Design gate_interlock, sky130hd; sources not shown.
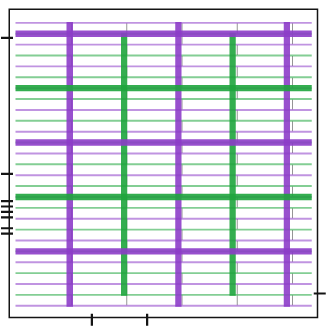
Fig. 1. Floorplan with the power grid.
Drawn at 4 px/µm. Pins as bars on the die edge. Tap cells in grey.
VSS: in purple. VDD: in green.
The core has 26 rows. 11 signal pins sit on the boundary.
worst supply voltage drop on vdd: 0.376 mV
Die Wd: 76.7 µm
die height: 76.7 µm

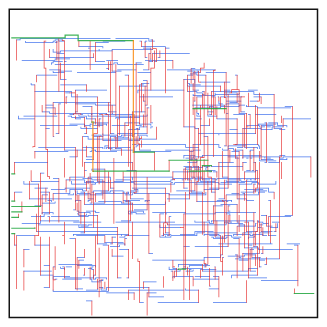
Fig. 2. Metal layers overlaid.
Drawn at 4 px/µm.
metal 4: in orange, wire length 40.1 µm. metal 2: in red, wire length 1920 µm. metal 1: in blue, wire length 2140 µm. metal 3: in green, wire length 109 µm.
Total Wirelength: 4.21 mm
overall global routing resource usage: 0.161
WL per Instance: 13.4 µm
total vias in the final route: 1648

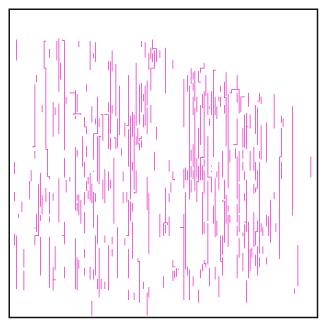
Fig. 3. The metal 2 layer.
Drawn at 4 px/µm.
The layer holds 46% of the routed length. The wires run mostly vertical. The layer carries 1920 µm of wire. 197 nets have wire on it.
met2 Resource Use GR: 0.252

==> results.cfg <==
; yosys + openroad results
[synthesis]
synth-async-reset-ratio = 1.00
synth.lib_cells_used.distinct = 45
postSynthAreaPerCell_um2 = 9.74
ys_seq_share = 0.495
synth.largest_area_cell = dfrtp_1
flop_cell = dfrtp_1
synth_top_area_share = 0.471
synth.yosys.warnings = 0
synth_area_um2 = 2230
synth-seq-cells = 44
ys_cells = 229
post_synth_main_area_contributors = dfrtp_1, a21oi_1, ha_1

[setup_path]
worstPathArrival_ns = 2.24
setup.worst_path.end_class = flop
crit_path_max_fanout = 14
worstPathBufferInverterCount = 0
critPathRequiredTime_ns = 3.32
timing.reg2reg.setup_slack_ns = 1.08
critPathLaunchType = flop
critical-path-slowest-cell = or4_1
critical_path.top_delay_family = simple AND/OR/NAND/NOR gates
r2r_cells = 4
cp_slowest_stage_delay_ns = 0.56

[timing]
rsz0062_at_grt = false
max_slew_violation_count = 0
timing.max_slew.rel_slack = 0.470
setup_viol = 0
worstMarginPinSlew_ns = 0.793
hold_ws_ns = 0.363
fmax_ghz = 0.494
min_period_over_period = 0.653
fin_tns_setup_ns = 0

[power]
switching_share = 0.371
comb_power_share = 0.342
pwr_density_cell_nw_per_um2 = 676
leakage_nw = 1.14
share_of_power_burned_in_the_clock_network = 0.218

[flow_run]
openroad_warning_count = 31
maxCapViolCount = 0

[layout]
layout.nets = 256
final_layout_size_suffix_gt1_frac = 0.0902
n_fill_cell = 493
synthToLayoutAreaGrowth_pct = 11.8
fin_util = 0.476
final_cell_count_no_fill = 314
fin_area_um2 = 2490

[clock_tree]
resize_count_post_cts = 0
clock_tree.root_cell = clkbuf_8
latency_at_later_pin_ns = 0.29
cts-root-to-sink-buffers = 2
cts_tree = built
cts-htree-levels = 2
cts_num_sinks = 44

[floorplan]
placementRows = 26
pin_count = 11
area_of_the_die_um2 = 5880
initial_core_util = 0.426
core_um2 = 5240

[min_path]
min_delay_path_depth = 0
holdCritPathClass = flop to flop

[detailed_routing]
drt_first_iter_violations = 113
drt-vias-per-instance = 5.25
drtPass1Iterations = 4

[place]
placement.io_buffers = 10
postPlaceCellArea_um2 = 2400
hpwl_mm = 3.03
dpl.cell_count = 306
gp_congestion = 0.749
place_ws_ns = 0.792

[status]
status = finished clean

[global_routing]
grt_pass1_wl_mm = 7.49
grt_max_degree = 25
==> worst register-to-register path, cell delays in order, from the launching register on <==
cell and delay, ns:
dfrtp_1 0.55, nor3_1 0.36, nand3_1 0.34, or4_1 0.56, a21oi_1 0.15
==> cells in the mapped netlist, drive strengths merged (2+ instances only) <==
cell type  count
or2            2
nor2          17
dfstp          2
mux2i          5
nand4          2
o22ai          2
buf            4
o31ai         10
nor2b         12
nand2         18
and2           2
and4           3
or4            9
inv           11
ha             6
a21o           3
dfrtp         42
nand3         14
nor4           4
o21ai          8
clkbuf         2
a21oi         21
nor3           5
nand2b         8
nor3b          3
and3           3
or3            2
==> metal layers <==
layer	vias to the layer above	global-route usage	share of wire
met1	776	0.219	0.51
li1	845	-	-
met5	-	0	0
met2	23	0.252	0.46
met4	0	0.0538	0.0095
met3	4	0.0381	0.026
==> cells by family after synthesis <==
logic type	count (synthesis)	synth area share
AOI/OAI and AO/OA	49	0.138
and+or+nand+nor	105	0.264
DFF	44	0.495
xor gates and xnor gates	2	0.00786
muxes	6	0.0275
buffers and inverters	17	0.0342
adders and majority gates	6	0.0337
==> final cells by class <==
type	count	area, µm²	share of cell area
tap	70	87.6	0.0351
multi-input combinational	168	1050	0.421
timing repair buffer	13	118	0.0472
clock inverter	2	10.0	0.00402
sequential	44	1100	0.443
clock buffer	6	82.6	0.0331
inverter	11	41.3	0.0166
==> layout by cell type (no fill, tap or decap), types with 8 or more instances in the layout <==
cell and instances:
nand2b_1 8, dfrtp_1 42, inv_1 11, or4_1 9
nand2_1 18, o31ai_1 10, clkdlybuf4s50_1 9, nor2_1 16
nor2b_1 12, o21ai_0 8, a21oi_1 21, nand3_1 13
==> power by group through the flow <==
stage | logic [mW] | clock network [mW] | registers (mW)
after global routing | 0.655 | 0.409 | 0.755
after global placement | 0.579 | 0 | 0.751
after CTS | 0.583 | 0.384 | 0.741
final | 0.576 | 0.368 | 0.742
after floorplan | 0.446 | 0 | 0.741
after detailed placement | 0.579 | 0 | 0.750
Power figures rest on the tool's default switching activity, not on a simulated workload.
